==> config.mk <==
export PLATFORM = sky130hd
export DESIGN_NAME = lpc_cycle_fifo
export DESIGN_NICKNAME = d
export VERILOG_FILES = /design/src/rtl/lpc_cycle_fifo.sv
export SDC_FILE = /design/constraint.sdc
export NUM_CORES = 1
export LEC_CHECK = 0
export ABC_AREA = 1
export CAP_MARGIN = 40
export CORE_UTILIZATION = 30
export DETAILED_ROUTE_END_ITERATION = 6
export GPL_ROUTABILITY_DRIVEN = 0
export GPL_TIMING_DRIVEN = 0
export PLACE_DENSITY = 0.46
export SLEW_MARGIN = 15
export SYNTH_ARGS = -nofsm -noshare
export SYNTH_HDL_FRONTEND = slang
export SYNTH_SLANG_ARGS = --single-unit
==> constraint.sdc <==
create_clock -name clk_i -period 3.2 [get_ports clk_i]
set_input_delay 0.64 -clock clk_i [delete_from_list [all_inputs] [get_ports clk_i]]
set_output_delay 0.64 -clock clk_i [all_outputs]
set_load 0.01 [all_outputs]
==> src/rtl/lpc_cycle_fifo.sv <==
// lpc_cycle_fifo: captures one LPC cycle record per READY pulse, optionally
// filters it by I/O address window and cycle type, and buffers it in a FIFO
// presented as a valid/ready stream. Records lost to a full FIFO are flagged
// with a sticky overflow bit and counted in a saturating drop counter.
module lpc_cycle_fifo #(
  parameter int unsigned DEPTH     = 16,
  parameter bit          FILTER_EN = 1'b1,
  parameter logic [15:0] ADDR_MIN  = 16'h0000,
  parameter logic [15:0] ADDR_MAX  = 16'hFFFF
) (
  input  logic                       clk_i,
  input  logic                       nrst_i,
  input  logic [31:0]                tdata_i,
  input  logic                       ready_i,
  input  logic                       clr_i,
  output logic [31:0]                m_tdata_o,
  output logic                       m_tvalid_o,
  input  logic                       m_tready_i,
  output logic [$clog2(DEPTH):0]     level_o,
  output logic                       overflow_o,
  output logic [7:0]                 drop_cnt_o
);

  localparam int unsigned DATA_W = 32;
  localparam int unsigned PTR_W  = $clog2(DEPTH);
  localparam int unsigned LVL_W  = PTR_W + 1;

  logic [DATA_W-1:0] mem [DEPTH];
  logic [PTR_W-1:0]  wr_ptr;
  logic [PTR_W-1:0]  rd_ptr;
  logic [LVL_W-1:0]  level_q;
  logic              ready_q;
  logic              overflow_q;
  logic [7:0]        drop_cnt_q;

  logic              capture;
  logic              rec_ok;
  logic              accept;
  logic              full;
  logic              pop;
  logic              push;
  logic              drop;

  // Window check done as 17-bit signed differences so the default full
  // window does not degenerate into a constant comparison.
  function automatic logic in_window(input logic [15:0] addr);
    logic signed [16:0] d_lo;
    logic signed [16:0] d_hi;
    d_lo = $signed({1'b0, addr})     - $signed({1'b0, ADDR_MIN});
    d_hi = $signed({1'b0, ADDR_MAX}) - $signed({1'b0, addr});
    return (d_lo[16] == 1'b0) && (d_hi[16] == 1'b0);
  endfunction

  // Only real I/O cycles are buffered: type 01 (write) or 11 (read).
  function automatic logic type_ok(input logic [1:0] cyc_type);
    return cyc_type[0];
  endfunction

  // Drop counter saturates so firmware never sees a wrapped small count.
  function automatic logic [7:0] sat_inc8(input logic [7:0] v);
    return (v == 8'hFF) ? v : v + 8'd1;
  endfunction

  // Capture, filter and push/pop decisions for the current edge.
  always_comb begin
    capture = ready_i & ~ready_q;
    rec_ok  = type_ok(tdata_i[1:0]) & in_window(tdata_i[27:12]);
    accept  = capture & ((FILTER_EN == 1'b0) | rec_ok);
    full    = (level_q == LVL_W'(DEPTH));
    pop     = m_tvalid_o & m_tready_i;
    push    = accept & (~full | pop);
    drop    = accept & full & ~pop;
  end

  // Control state: edge detector, pointers, level and overflow status.
  always_ff @(posedge clk_i or negedge nrst_i) begin
    if (!nrst_i) begin
      ready_q    <= 1'b0;
      wr_ptr     <= '0;
      rd_ptr     <= '0;
      level_q    <= '0;
      overflow_q <= 1'b0;
      drop_cnt_q <= 8'h00;
    end else begin
      ready_q <= ready_i;
      if (clr_i) begin
        wr_ptr     <= '0;
        rd_ptr     <= '0;
        level_q    <= '0;
        overflow_q <= 1'b0;
        drop_cnt_q <= 8'h00;
      end else begin
        if (push) wr_ptr <= wr_ptr + PTR_W'(1);
        if (pop)  rd_ptr <= rd_ptr + PTR_W'(1);
        if (push && !pop)      level_q <= level_q + LVL_W'(1);
        else if (pop && !push) level_q <= level_q - LVL_W'(1);
        if (drop) begin
          overflow_q <= 1'b1;
          drop_cnt_q <= sat_inc8(drop_cnt_q);
        end
      end
    end
  end

  // Record storage; contents need no reset since level gates visibility.
  always_ff @(posedge clk_i) begin
    if (push && !clr_i) mem[wr_ptr] <= tdata_i;
  end

  // Head of FIFO is shown directly, forced to zero when empty.
  always_comb begin
    m_tvalid_o = (level_q != '0);
    m_tdata_o  = m_tvalid_o ? mem[rd_ptr] : '0;
    level_o    = level_q;
    overflow_o = overflow_q;
    drop_cnt_o = drop_cnt_q;
  end

endmodule
Fig. 1: met1 routing
Supply wires on this layer in gray.
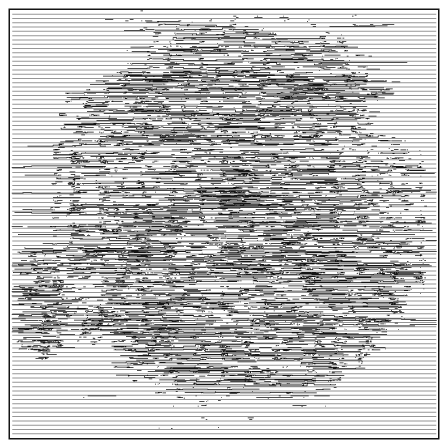
wire length on this layer	30.9 mm
share of all routed wire	44%

Fig. 2: met2 routing
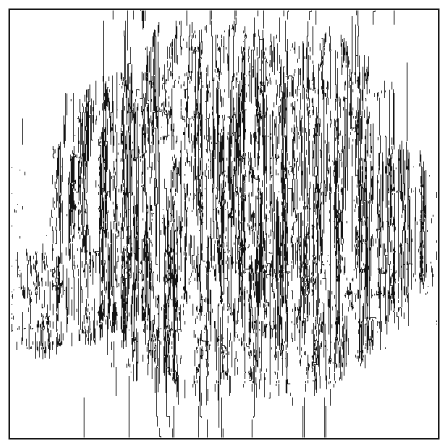
wire length on this layer	32.4 mm
main direction	vertical
total number of vias: 14800
total detailed-routing wirelength: 69700 um

==> impl_metrics.ini <==
; physical design summary
[worst_setup_path]
worst_path_largest_cell_delay_ns = 0.34
critPathMostFrequentCell = buf_4
cp-end-kind = primary output
rrSetupSlack_ns = 0.64
worst-path-stages = 8
path_cells = buf_4, inv_4, buf_4, buf_4, buf_6, o31ai_1, a21oi_2, clkdlybuf4s15_2
r2r-start = level_o[2]$_DFFE_PN0P_
worstSetupPathType = reg2out
critPathLaunchType = flop
cp_top_family = buffers and inverters
cp_data_arrival_time_ns = 2.49
worst-path-buf-inv = 6
r2r_cells = 7
crit_path_max_fanout = 10
cp_slowest_cell = o31ai_1
startpoint = rd_ptr[2]$_DFFE_PN0P_
critPathRequiredTime_ns = 2.56
rr_endpoint = mem[14][16]$_DFFE_PP_

[layout]
mostFrequentLayoutCells = nand2_1 (590), edfxtp_1 (512), nand3_1 (281), nor2_1 (79), a21oi_1 (61)
buffers = 239
flop-count = 535
area_share_nonclk_buffers_pct = 9.40
design_area_um2 = 27100
layout-drive-gt1-share_pct = 16.0
num-clock-buffers = 78
nFillCells = 7025
largest_class = sequential cells
logic_gate_count = 1172
final_nets = 2074
utilization_pct = 37.7
syn_to_final_growth_pct = 23.8
seq_area_um2 = 16000
inverters = 20
area.share.combinational_pct = 20.5
antenna_cells = 1
clk_share_pct = 6.41

[power]
pg_clk_uw = 6230
switching_share_pct = 32.6
p_seq_uw = 7780
powerDensity_nw_per_um2 = 726
seq_power_share_pct = 39.5
p_int_uw = 13200
maxPowerGroup = registers
power_frac_clock_pct = 31.7
pwr-share-comb_pct = 28.8
p_leak_uw = 0.00971
finalPower_uw = 19700
p_sw_uw = 6420

[clocking]
htree_levels = 2
cts_root_buf = clkbuf_16
cts_made_buffers = 58
hold_buffers = 0
cts.path.max_buffers = 3
tritoncts = done
postCtsSetupBuffers = 16
worst_skew_pair.late_latency_ns = 0.63
post_cts_resized = 275
clock-sinks = 535

[placed_design]
post_dp_cell_area_um2 = 24600
dp.cells = 2899
portBuffers = 82
detailed_place_hpwl_um = 45500
place_ws_ns = -0.810

[synth]
synth_top_cell_by_count = nand2_1
simple_gate_area_share_pct = 18.6
synthDistinctLibCells = 32
synthAdderAreaFrac_pct = 0.664
async_reset_ff_share_pct = 4.30
ys_warn_count = 0
synthFlopType = edfxtp_1
topCellsByArea = edfxtp_1 (70%), nand2_1 (10%), nand3_1 (6.5%)
netlist.top_cell.by_area = edfxtp_1
synth_top_area_share_pct = 70.3
ys_cells = 1838
top_cells_by_count = nand2_1 (591), edfxtp_1 (512), nand3_1 (282)
synthXorXnorAreaFrac_pct = 0.280
edf_count = 512
syn_inst = 1838
yosys.area_share.aoi_pct = 4.37
ys.flops = 535
synth.comb.largest_family = simple AND/OR/NAND/NOR gates
mux_area_share_pct = 0
yosys-stat-area_um2 = 21900
syn_avg_cell_area_um2 = 11.9

[sta]
finalHoldViolCount = 0
timing.final.ws_setup_ns = 0.0665
rsz0062_at_grt = true
max-slew-margin-rel_pct = 52.5
timing.hold.ws_ns = 0.409
tns_ns = 0
worstMarginPinSlew_ns = 0.711
maxSlewViolCount = 0
fin_crit_ns = 3.13
finalSetupViolations = 0
fin_crit_sh_pct = 97.9

[die]
floorplan.core_util_pct = 30.4
num_tap_cells = 950
fp.dieW_um = 272
rows = 98
coreArea_um2 = 71900
die_area_um2 = 74000
die_h_um = 272

[outcome]
status = complete, no violations

[hold_path]
min_path_type = in2async

[global_route]
overflow = 0
antenna_found_initial = 1
grtUsageTotal_pct = 18.9
grt_pass1_wl_um = 101000
grt_max_degree = 20

[flow_run]
max_cap_viol_count = 0
openroad.warnings = 32

[drt]
drtIter0Drc = 1122
drc = 0
drtPass1Iterations = 5
antenna_left = 0
avgViaCountPerCell = 4.91
wire_per_inst_um = 23.1
Fig. 3: M3 wires
Scale bar: 100 um. Cells faint in the background.
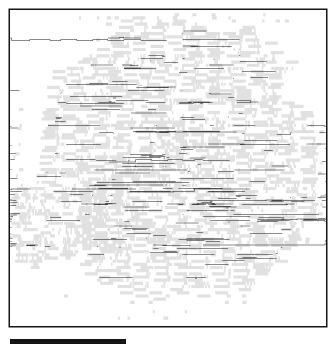
wire length on this layer	4590 um
longest straight run	105 um
share of all routed wire	6.6%

==> registers in the layout (all words and copies together) (netlist names) <==
register    count
wr_ptr          4
rd_ptr          4
level_o         5
drop_cnt_o      8
mem           512
ready_q         1
overflow_o      1
==> metal layers <==
metal | routed length, um | track usage, %
met1 | 30900 | 25.9
met2 | 32400 | 30.8
met3 | 4590 | 3.31
met4 | 1870 | 5.50
met5 | 0 | 0
==> worst register-to-register path, delay by kind of cell (launching register included) <==
| kind | cells | cell delay, ns |
|---|---|---|
| flip-flops | 1 | 0.44 |
| buffers and inverters | 1 | 0.29 |
| AND/OR/NAND/NOR | 6 | 1.50 |
No activity file was given, so power comes from the tool's default toggle rates.
